--- src/rtl/rps_pkg.sv ---
// Shared encodings, FSM state type and round-resolution helper for the rock-paper-scissors match controller.
package rps_pkg;

    typedef enum logic [1:0] {
        NONE     = 2'b00,
        ROCK     = 2'b01,
        PAPER    = 2'b10,
        SCISSORS = 2'b11
    } play_t;

    typedef enum logic [1:0] {
        RES_NONE = 2'b00,
        RES_P1   = 2'b01,
        RES_P2   = 2'b10,
        RES_TIE  = 2'b11
    } result_t;

    typedef enum logic [2:0] {
        WAIT_RELEASE,
        WAIT_PRESS,
        REVEAL,
        SCORE,
        MATCH_OVER
    } state_t;

    function automatic result_t rps_winner(input logic [1:0] p1, input logic [1:0] p2);
        if (p1 == p2)
            return RES_TIE;
        if ((p1 == ROCK     && p2 == SCISSORS) ||
            (p1 == SCISSORS && p2 == PAPER)    ||
            (p1 == PAPER    && p2 == ROCK))
            return RES_P1;
        return RES_P2;
    endfunction

endpackage

--- src/rtl/rps_match_ctrl_if.sv ---
// Board-side bundle: raw plays and button in, latched plays, result and match status out.
interface rps_match_ctrl_if;
    logic [1:0] p1Play;
    logic [1:0] p2Play;
    logic       playButton;
    logic [1:0] p1Latch;
    logic [1:0] p2Latch;
    logic [1:0] result;
    logic       roundValid;
    logic [3:0] p1Score;
    logic [3:0] p2Score;
    logic [7:0] roundCount;
    logic       matchOver;
    logic       badPlay;

    modport master (
        output p1Play, p2Play, playButton,
        input  p1Latch, p2Latch, result, roundValid, p1Score, p2Score,
               roundCount, matchOver, badPlay
    );

    modport slave (
        input  p1Play, p2Play, playButton,
        output p1Latch, p2Latch, result, roundValid, p1Score, p2Score,
               roundCount, matchOver, badPlay
    );
endinterface

--- src/rtl/rps_button_cond.sv ---
// Button conditioner: 2-flop sync, optional debounce (RPS_DEBOUNCE_EN), registered falling-edge press.
// Level valid 2 edges after the raw input (+DEBOUNCE_CYCLES with debounce); press one edge after level; no backpressure.
module rps_button_cond #(
    parameter int DEBOUNCE_CYCLES = 16
) (
    input  logic clk,
    input  logic reset,
    input  logic btn,
    output logic level,
    output logic press
);

    logic sync1, sync2, level_q;

    always_ff @(posedge clk) begin
        if (reset) begin
            sync1 <= 1'b1;
            sync2 <= 1'b1;
        end else begin
            sync1 <= btn;
            sync2 <= sync1;
        end
    end

`ifdef RPS_DEBOUNCE_EN
    localparam int DCW = (DEBOUNCE_CYCLES > 1) ? $clog2(DEBOUNCE_CYCLES) : 1;

    logic           deb;
    logic [DCW-1:0] deb_cnt;

    // The level flips on the DEBOUNCE_CYCLES-th consecutive sample that disagrees with it.
    always_ff @(posedge clk) begin
        if (reset) begin
            deb     <= 1'b1;
            deb_cnt <= '0;
        end else if (sync2 == deb) begin
            deb_cnt <= '0;
        end else if (deb_cnt == DCW'(DEBOUNCE_CYCLES - 1)) begin
            deb     <= sync2;
            deb_cnt <= '0;
        end else begin
            deb_cnt <= deb_cnt + DCW'(1);
        end
    end

    assign level = deb;
`else
    assign level = sync2;
`endif

    always_ff @(posedge clk) begin
        if (reset) begin
            level_q <= 1'b1;
            press   <= 1'b0;
        end else begin
            level_q <= level;
            press   <= level_q & ~level;
        end
    end

endmodule

--- src/rtl/rps_match_ctrl.sv ---
// Rock-paper-scissors match controller; debounce compiled in with RPS_DEBOUNCE_EN.
// Plays latch 3 edges after the first low sample (2+DEBOUNCE_CYCLES+1 with debounce); no backpressure, presses outside WAIT_PRESS/MATCH_OVER are dropped.
module rps_match_ctrl
    import rps_pkg::*;
#(
    parameter int WIN_TARGET      = 3,
    parameter int REVEAL_CYCLES   = 4,
    parameter int DEBOUNCE_CYCLES = 16
) (
    input  logic             clk,
    input  logic             reset,
    rps_match_ctrl_if.slave  bus
);

    localparam int RCW = (REVEAL_CYCLES > 1) ? $clog2(REVEAL_CYCLES) : 1;

    logic level, press;

    rps_button_cond #(.DEBOUNCE_CYCLES(DEBOUNCE_CYCLES)) u_button_cond (
        .clk   (clk),
        .reset (reset),
        .btn   (bus.playButton),
        .level (level),
        .press (press)
    );

    state_t         state, state_n;
    logic [RCW-1:0] rev_cnt;
    logic [1:0]     p1_lat, p2_lat;
    result_t        result_q;
    logic [3:0]     p1_score, p2_score, p1_next, p2_next;
    logic [7:0]     round_cnt;
    logic           round_valid, match_over, bad_play;
    logic           do_latch, do_reject, do_score, do_clear;

    always_comb begin
        state_n   = state;
        do_latch  = 1'b0;
        do_reject = 1'b0;
        do_score  = 1'b0;
        do_clear  = 1'b0;
        p1_next   = p1_score + {3'b000, (result_q == RES_P1)};
        p2_next   = p2_score + {3'b000, (result_q == RES_P2)};
        case (state)
            WAIT_RELEASE: if (level) state_n = WAIT_PRESS;
            WAIT_PRESS: begin
                if (press) begin
                    if (bus.p1Play == NONE || bus.p2Play == NONE) begin
                        do_reject = 1'b1;
                        state_n   = WAIT_RELEASE;
                    end else begin
                        do_latch  = 1'b1;
                        state_n   = REVEAL;
                    end
                end
            end
            REVEAL: if (rev_cnt == RCW'(REVEAL_CYCLES - 1)) state_n = SCORE;
            SCORE: begin
                do_score = 1'b1;
                if (p1_next == 4'(WIN_TARGET) || p2_next == 4'(WIN_TARGET))
                    state_n = MATCH_OVER;
                else
                    state_n = WAIT_RELEASE;
            end
            MATCH_OVER: begin
                if (press) begin
                    do_clear = 1'b1;
                    state_n  = WAIT_RELEASE;
                end
            end
            default: state_n = WAIT_RELEASE;
        endcase
    end

    always_ff @(posedge clk) begin
        if (reset) begin
            state       <= WAIT_RELEASE;
            rev_cnt     <= '0;
            p1_lat      <= 2'b00;
            p2_lat      <= 2'b00;
            result_q    <= RES_NONE;
            p1_score    <= 4'd0;
            p2_score    <= 4'd0;
            round_cnt   <= 8'd0;
            round_valid <= 1'b0;
            match_over  <= 1'b0;
            bad_play    <= 1'b0;
        end else begin
            state       <= state_n;
            rev_cnt     <= (state == REVEAL) ? rev_cnt + RCW'(1) : '0;
            round_valid <= (state_n == REVEAL);
            match_over  <= (state_n == MATCH_OVER);
            bad_play    <= do_reject;
            if (do_latch) begin
                p1_lat   <= bus.p1Play;
                p2_lat   <= bus.p2Play;
                result_q <= rps_winner(bus.p1Play, bus.p2Play);
            end
            if (do_score) begin
                p1_score  <= p1_next;
                p2_score  <= p2_next;
                round_cnt <= round_cnt + 8'd1;
            end
            if (do_clear) begin
                p1_lat    <= 2'b00;
                p2_lat    <= 2'b00;
                result_q  <= RES_NONE;
                p1_score  <= 4'd0;
                p2_score  <= 4'd0;
                round_cnt <= 8'd0;
            end
        end
    end

    assign bus.p1Latch    = p1_lat;
    assign bus.p2Latch    = p2_lat;
    assign bus.result     = result_q;
    assign bus.roundValid = round_valid;
    assign bus.p1Score    = p1_score;
    assign bus.p2Score    = p2_score;
    assign bus.roundCount = round_cnt;
    assign bus.matchOver  = match_over;
    assign bus.badPlay    = bad_play;

endmodule
--- src/flat_wrapper.sv ---
// flat-port wrapper written by rule: the top's interface ports become plain ports
module rps_match_ctrl_flat import rps_pkg::*;
#(
    parameter int WIN_TARGET      = 3,
    parameter int REVEAL_CYCLES   = 4,
    parameter int DEBOUNCE_CYCLES = 16
)
  (clk, reset, bus_p1Play, bus_p2Play, bus_playButton, bus_p1Latch, bus_p2Latch, bus_result, bus_roundValid, bus_p1Score, bus_p2Score, bus_roundCount, bus_matchOver, bus_badPlay);
  rps_match_ctrl_if bus_i ();
  input  logic clk;
  input  logic reset;
  input wire logic [$bits(bus_i.p1Play)-1:0] bus_p1Play;
  input wire logic [$bits(bus_i.p2Play)-1:0] bus_p2Play;
  input wire logic [$bits(bus_i.playButton)-1:0] bus_playButton;
  output wire logic [$bits(bus_i.p1Latch)-1:0] bus_p1Latch;
  output wire logic [$bits(bus_i.p2Latch)-1:0] bus_p2Latch;
  output wire logic [$bits(bus_i.result)-1:0] bus_result;
  output wire logic [$bits(bus_i.roundValid)-1:0] bus_roundValid;
  output wire logic [$bits(bus_i.p1Score)-1:0] bus_p1Score;
  output wire logic [$bits(bus_i.p2Score)-1:0] bus_p2Score;
  output wire logic [$bits(bus_i.roundCount)-1:0] bus_roundCount;
  output wire logic [$bits(bus_i.matchOver)-1:0] bus_matchOver;
  output wire logic [$bits(bus_i.badPlay)-1:0] bus_badPlay;
  assign bus_i.p1Play = bus_p1Play;
  assign bus_i.p2Play = bus_p2Play;
  assign bus_i.playButton = bus_playButton;
  assign bus_p1Latch = bus_i.p1Latch;
  assign bus_p2Latch = bus_i.p2Latch;
  assign bus_result = bus_i.result;
  assign bus_roundValid = bus_i.roundValid;
  assign bus_p1Score = bus_i.p1Score;
  assign bus_p2Score = bus_i.p2Score;
  assign bus_roundCount = bus_i.roundCount;
  assign bus_matchOver = bus_i.matchOver;
  assign bus_badPlay = bus_i.badPlay;
  rps_match_ctrl #(.WIN_TARGET(WIN_TARGET), .REVEAL_CYCLES(REVEAL_CYCLES), .DEBOUNCE_CYCLES(DEBOUNCE_CYCLES)) u_core (.clk(clk), .reset(reset), .bus(bus_i));
endmodule
--- config.mk ---
export PLATFORM = sky130hd
export DESIGN_NAME = rps_match_ctrl_flat
export DESIGN_NICKNAME = d
export VERILOG_FILES = /design/src/rtl/rps_pkg.sv /design/src/rtl/rps_match_ctrl_if.sv /design/src/rtl/rps_button_cond.sv /design/src/rtl/rps_match_ctrl.sv /design/src/flat_wrapper.sv
export SDC_FILE = /design/constraint.sdc
export NUM_CORES = 1
export LEC_CHECK = 0
export CAP_MARGIN = 25
export CORE_MARGIN = 1.5
export CORE_UTILIZATION = 43
export CTS_BUF_LIST = sky130_fd_sc_hd__clkbuf_2 sky130_fd_sc_hd__clkbuf_4 sky130_fd_sc_hd__clkbuf_8
export DETAILED_ROUTE_END_ITERATION = 10
export PLACE_DENSITY = 0.75
export SETUP_SLACK_MARGIN = 0.05
export SLEW_MARGIN = 0
export SYNTH_ARGS = -nofsm -noshare
export SYNTH_HDL_FRONTEND = slang
export SYNTH_SLANG_ARGS = --single-unit
--- constraint.sdc ---
create_clock -name clk -period 2.6 [get_ports clk]
set_clock_uncertainty 0.2 [all_clocks]
set_input_delay 0.78 -clock clk [delete_from_list [all_inputs] [get_ports clk]]
set_output_delay 0.78 -clock clk [all_outputs]
set_load 0.02 [all_outputs]
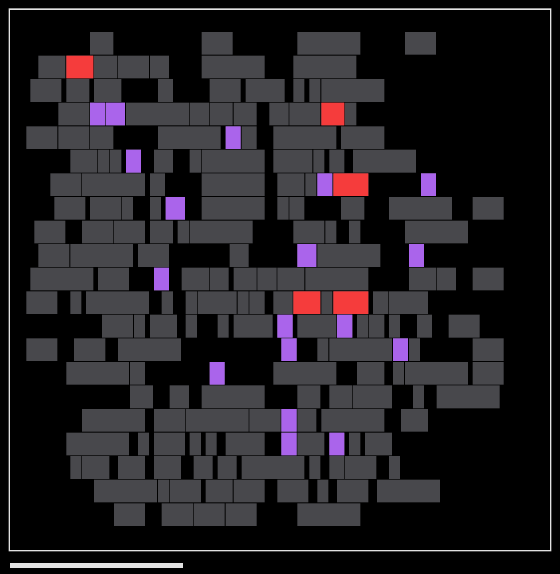
run_1/logic_types.png
Scale bar: 20 um.
Key: red = non-inverting ao/oa cells [cells 5]; purple = aoi and oai cells [cells 18]
Comb/total area: 39.9%
non-filler cells, final: 242
most frequent logic cell in the layout: dfxtp_1

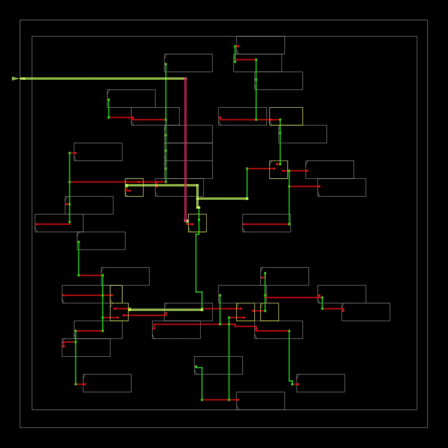
run_1/clocks.png
flip-flops: 34
clk sinks: 34

==> flow_summary.yaml, run 1 <==
# synthesis and place-and-route metrics
logic_synthesis:
  async_flop_share_pct: 0
  edf_count: 0
  ys.flop_type: "dfxtp_1"
  synth_warnings: 0
  yosys-top-cells-count: "dfxtp_1 (34), nor2_1 (19), nand2_1 (15)"
  top_cell: "dfxtp_1"
  fa_ha_area_share_pct: 4.96
  postSynthSeqShare_pct: 45.0
  ys_cells: 161
  avgSynthCellArea_um2: 9.40
  synth_flops: 34
  compound_area_share_pct: 9.34
pwr:
  p_sw_share_pct: 22.2
  powerClk_mw: 0.307
  p_per_area_nw_per_um2: 463
  switchingPower_mw: 0.197
  share_seq_of_total_power_pct: 59.9
  power_frac_comb_pct: 5.6
  pg_seq_mw: 0.532
clock_tree:
  cts_tree: "done"
  clockBufferDepth: 2
  path_clk_slew_ns: 0.11
  cts.root.buffer_cell: "clkbuf_4"
  ctsResizeCount: 0
  clk_latency_ns: 0.33
  htreeDepth: 2
final_timing:
  fin_crit_ns: 2.41
  rsz0062_at_grt: "no"
  timing.final.ws_setup_ns: 0.190
  worst_slew_pin_slew_ns: 0.472
  fmax_mhz: 415
  final-setup-viol-count: 0
min_path:
  hold_end: "u_core.u_button_cond.level"
route:
  drt-met1-wl_um: 1430
  antenna_left: 0
  remaining_drc_errors: 0
  drt_iter0_drc: 44
  vias_per_cell: 5.17
global_route:
  grt_max_degree: 23
  grt_use_total_pct: 17.1
  use_met1_pct: 21.1
layout:
  flop_area_um2: 681
  fin_area_um2: 1920
  clockNetworkAreaShare_pct: 3.32
  nNonClkInverters: 3
  nonClkBufAreaFrac_pct: 17.7
  largest_reg_flops: 8
  fin_nets: 208
  synthToLayoutAreaGrowth_pct: 26.8
  nMultiInputCombCells: 116
  logic_area_um2: 766
place:
  dpl_cell_area_um2: 1860
  dp.cells: 234
die:
  core_area_um2: 3360
  num_io_pins: 32
  fp-row-count: 21
  n_tap_cell: 46
  initial_core_util_pct: 45.0
worst_setup_path:
  path_cells: "clkdlybuf4s50_1"
  critPathCaptureType: "primary output"
  path_depth: 1
  critPathBufInv: 1
  cpPeakStageDelay_ns: 0.65
  critPathCapture: "bus_roundCount[3]"
  rr_worst_depth: 7
outcome:
  status: "finished, final reports clean"
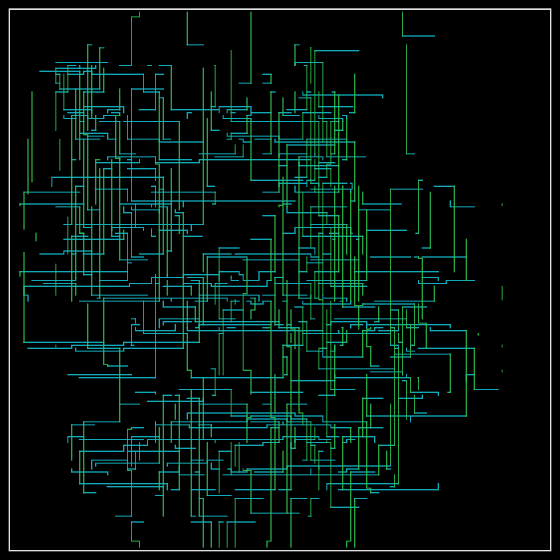
run_1/wires.png
Only two layers are drawn.
Key: cyan = metal 1 [wire length 1430 um]; green = metal 2 [wire length 1480 um]
total number of vias: 1251
final WL: 3090 um
DR WL/cell: 12.8 um

run_1/flops_by_reg.png
Scale bar: 20 um.
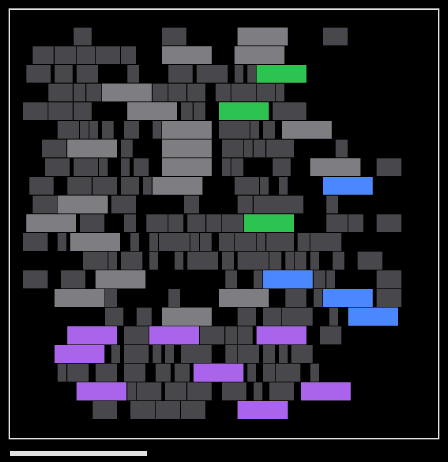

==> run 2: changes to the inputs <==
DONT_BUFFER_PORTS = 1   (was not set)
PLACE_DENSITY = 0.64   (was 0.75)
clock period = 2.4 ns   (was 2.6 ns; I/O delays follow)
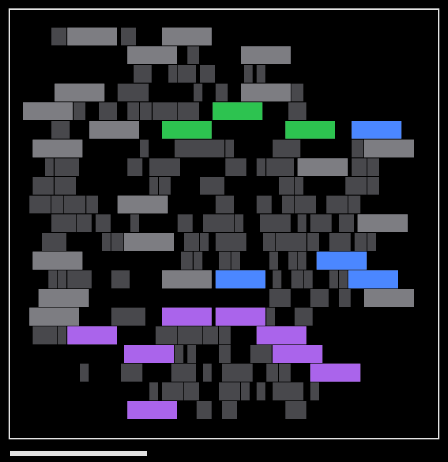
run_2/flops_by_reg.png
Scale bar: 20 um.
Key: purple = u_core.bus.roundCount [placed flops 8, where bottom middle]; green = u_core.state [placed flops 3]; blue = u_core.bus.p2Score [placed flops 4, where right middle]
Another 19 sequential cells are not colored.
flop share of the area: 43.1%
Finished Core Util: 46.9%
Seq. pwr: 0.578 mW
Register Area: 681 um2

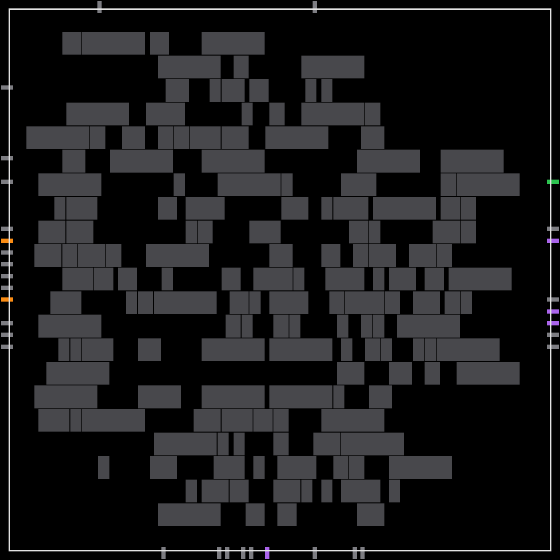
run_2/io_placement.png
Pins as bars across the die edge, other pins in gray.
Key: orange = bus_p2Play [pins 2, direction input, edge left]; green = bus_matchOver [pins 1, direction output, edge right]; purple = bus_p1Score [pins 4, direction output, edge 3 right, 1 bottom]
All pins by edge: 13 left, 9 bottom, 8 right, 2 top.
Die H: 62.3 um
port bufs: 0

==> flow_summary.yaml, run 2 <==
# synthesis and place-and-route metrics
logic_synthesis:
  compound_area_share_pct: 9.34
  yosys_area_um2: 1510
  ys_top_cells_by_area: "dfxtp_1 (45%), ha_1 (5.0%), nor2_1 (4.7%), xnor2_1 (4.0%), nand2_1 (3.7%)"
  fa_ha_area_share_pct: 4.96
  top_cell: "dfxtp_1"
  postSynthSeqShare_pct: 45.0
  netlist_instances: 161
  ys_cells: 161
  edf_count: 0
  synth_warnings: 0
  async_flop_share_pct: 0
  avgSynthCellArea_um2: 9.40
  yosys-top-cells-count: "dfxtp_1 (34), nor2_1 (19), nand2_1 (15)"
  synth_flops: 34
  ys.flop_type: "dfxtp_1"
layout:
  fin_area_um2: 1580
  logic_area_um2: 766
  comb_area_share_pct: 48.5
  nMultiInputCombCells: 116
  largest_reg_flops: 8
  nonClkBufAreaFrac_pct: 0
  stdcell_count: 207
  design.seq.count: 34
  final_common_cell: "dfxtp_1"
  fin_nets: 173
  nNonClkInverters: 3
  clockNetworkAreaShare_pct: 4.04
  synthToLayoutAreaGrowth_pct: 4.30
final_timing:
  fmax_mhz: 496
  fin_crit_ns: 2.02
  slew_violations: 0
  final-setup-viol-count: 0
  worst_slew_pin_slew_ns: 0.471
  rsz0062_at_grt: "no"
  timing.final.ws_setup_ns: 0.382
  tns_ns: 0
  post-route-period-util_pct: 84.1
clock_tree:
  path_clk_slew_ns: 0.10
  ctsResizeCount: 0
  cts_tree: "done"
  clk_latency_ns: 0.34
  htreeDepth: 2
  hold_buffers: 0
  numClockSinks: 34
  cts.root.buffer_cell: "clkbuf_4"
  clockBufferDepth: 2
die:
  initial_core_util_pct: 45.0
  fp-row-count: 21
  core_area_um2: 3360
  n_tap_cell: 46
  num_io_pins: 32
worst_setup_path:
  rr_worst_depth: 7
  critPathBufInv: 0
  cp-start-kind: "register"
  crit_start: "u_core.bus.result[1]"
  path_depth: 7
  r2r_slack_ns: 0.38
  crit_top_cell: "ha_1"
  critPathCaptureType: "register"
  cpPeakStageDelay_ns: 0.51
  crit_family: "simple AND/OR/NAND/NOR gates"
  critPathCapture: "u_core.bus.matchOver"
  path_cells: "nor2b_1 -> ha_1 -> ha_1 -> xnor2_1 -> nand3_1 -> nor3_1 -> o221a_2"
min_path:
  hold_end: "u_core.u_button_cond.press"
pwr:
  share_seq_of_total_power_pct: 61.2
  power_mw: 0.945
  powerClk_mw: 0.340
  power_frac_comb_pct: 2.9
  ir_drop_uv: 321
  switchingPower_mw: 0.210
  p_per_area_nw_per_um2: 598
  p_sw_share_pct: 22.3
route:
  wl_um: 2740
  vias_per_cell: 5.19
  remaining_drc_errors: 0
  num_vias: 1075
  antenna_left: 0
  routedWlPerCell_um: 13.2
  drt_iter0_drc: 38
  drt-met1-wl_um: 1330
global_route:
  gr-usage-met3_pct: 9.06
  use_met1_pct: 19.1
  grt_use_total_pct: 16.1
  grt_max_degree: 23
place:
  dpl_cell_area_um2: 1520
  dp.cells: 199
  hpwl_um: 1970
outcome:
  status: "finished, final reports clean"
run_2/logic_types.png
Scale bar: 20 um.
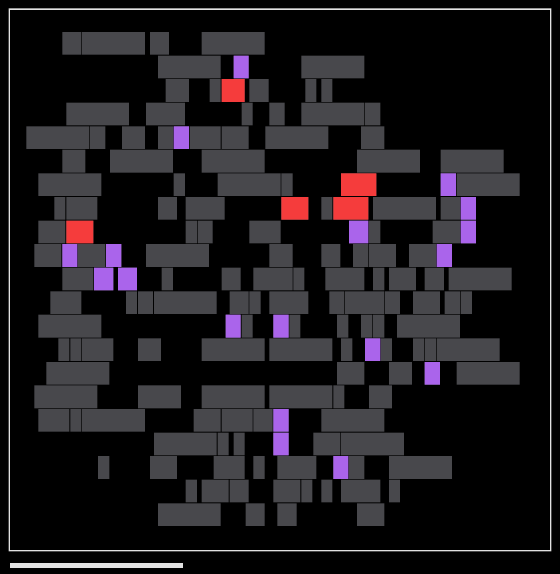

==> run 3: changes to the inputs <==
PLACE_DENSITY = 0.66   (was 0.64)
clock period = 1.66 ns   (was 2.4 ns; I/O delays follow)
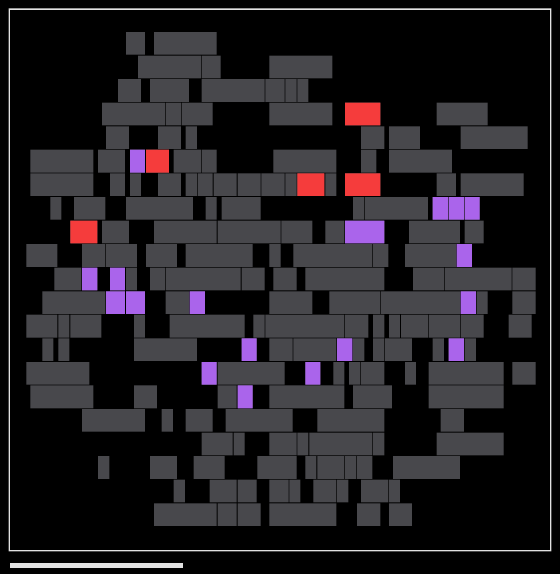
run_3/logic_types.png
Scale bar: 20 um.
Key: red = non-inverting ao/oa cells [cells 5]; purple = aoi and oai cells [cells 18]
non-filler cells, final: 226
Comb/total area: 47.1%

==> flow_summary.yaml, run 3 <==
# synthesis and place-and-route metrics
logic_synthesis:
  ys_top_cells_by_area: "dfxtp_1 (45%), ha_1 (5.0%), nor2_1 (4.7%), xnor2_1 (4.0%), nand2_1 (3.7%)"
  postSynthSeqShare_pct: 45.0
  netlist_instances: 161
  synth_flops: 34
  yosys-top-cells-count: "dfxtp_1 (34), nor2_1 (19), nand2_1 (15)"
  async_flop_share_pct: 0
  synth_warnings: 0
  ys_cells: 161
  edf_count: 0
  top_cell: "dfxtp_1"
  fa_ha_area_share_pct: 4.96
  compound_area_share_pct: 9.34
  yosys_area_um2: 1510
final_timing:
  tns_ns: -0.0246
  rsz0062_at_grt: "yes"
  post-route-period-util_pct: 101
  final-setup-viol-count: 2
  fin_crit_ns: 1.67
  worst_slew_pin_slew_ns: 0.355
  timing.final.ws_setup_ns: -0.0132
  slew_violations: 0
worst_setup_path:
  rr_worst_depth: 7
  critPathCaptureType: "register"
  path_cells: "nor2b_4 -> ha_4 -> ha_4 -> xnor2_2 -> nand3_1 -> nor3_2 -> o221a_2"
  crit_start: "u_core.bus.result[1]"
  r2r_slack_ns: -0.01
  crit_top_cell: "ha_4"
  crit_family: "simple AND/OR/NAND/NOR gates"
  cpPeakStageDelay_ns: 0.37
  critPathBufInv: 0
clock_tree:
  hold_buffers: 0
  htreeDepth: 2
  numClockSinks: 34
  clk_latency_ns: 0.34
  cts.root.buffer_cell: "clkbuf_4"
  path_clk_slew_ns: 0.10
  cts_tree: "done"
  clockBufferDepth: 2
die:
  core_area_um2: 3360
  initial_core_util_pct: 45.0
  num_io_pins: 32
  fp-row-count: 21
  n_tap_cell: 46
outcome:
  status: "finished with violations"
  violations: "negative setup slack"
layout:
  largest_reg_flops: 8
  design.seq.count: 34
  clockNetworkAreaShare_pct: 2.87
  nMultiInputCombCells: 116
  fin_nets: 192
  logic_area_um2: 883
  seq_share_pct: 38.0
  nonClkBufAreaFrac_pct: 8.41
global_route:
  grt_max_degree: 23
  use_met1_pct: 20.0
place:
  hpwl_um: 2090
  port_buffers: 0
  dp.cells: 216
pwr:
  p_sw_share_pct: 23.6
  power_frac_comb_pct: 4.5
  p_per_area_nw_per_um2: 712
  pg_seq_mw: 0.824
  power_mw: 1.33
  ir_drop_uv: 542
route:
  drt-met1-wl_um: 1360
  vias_per_cell: 5.21
  antenna_left: 0
  remaining_drc_errors: 0
  routedWlPerCell_um: 13.9
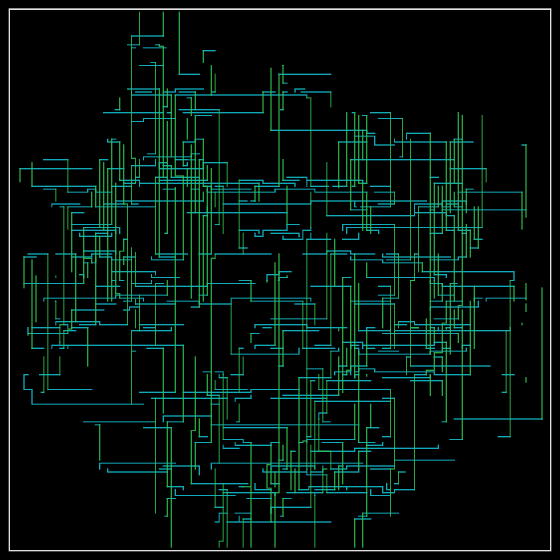
run_3/wires.png
Only two layers are drawn.
GRT Overall Usage: 17.2%
total number of vias: 1178

Power figures rest on the tool's default switching activity, not on a simulated workload.
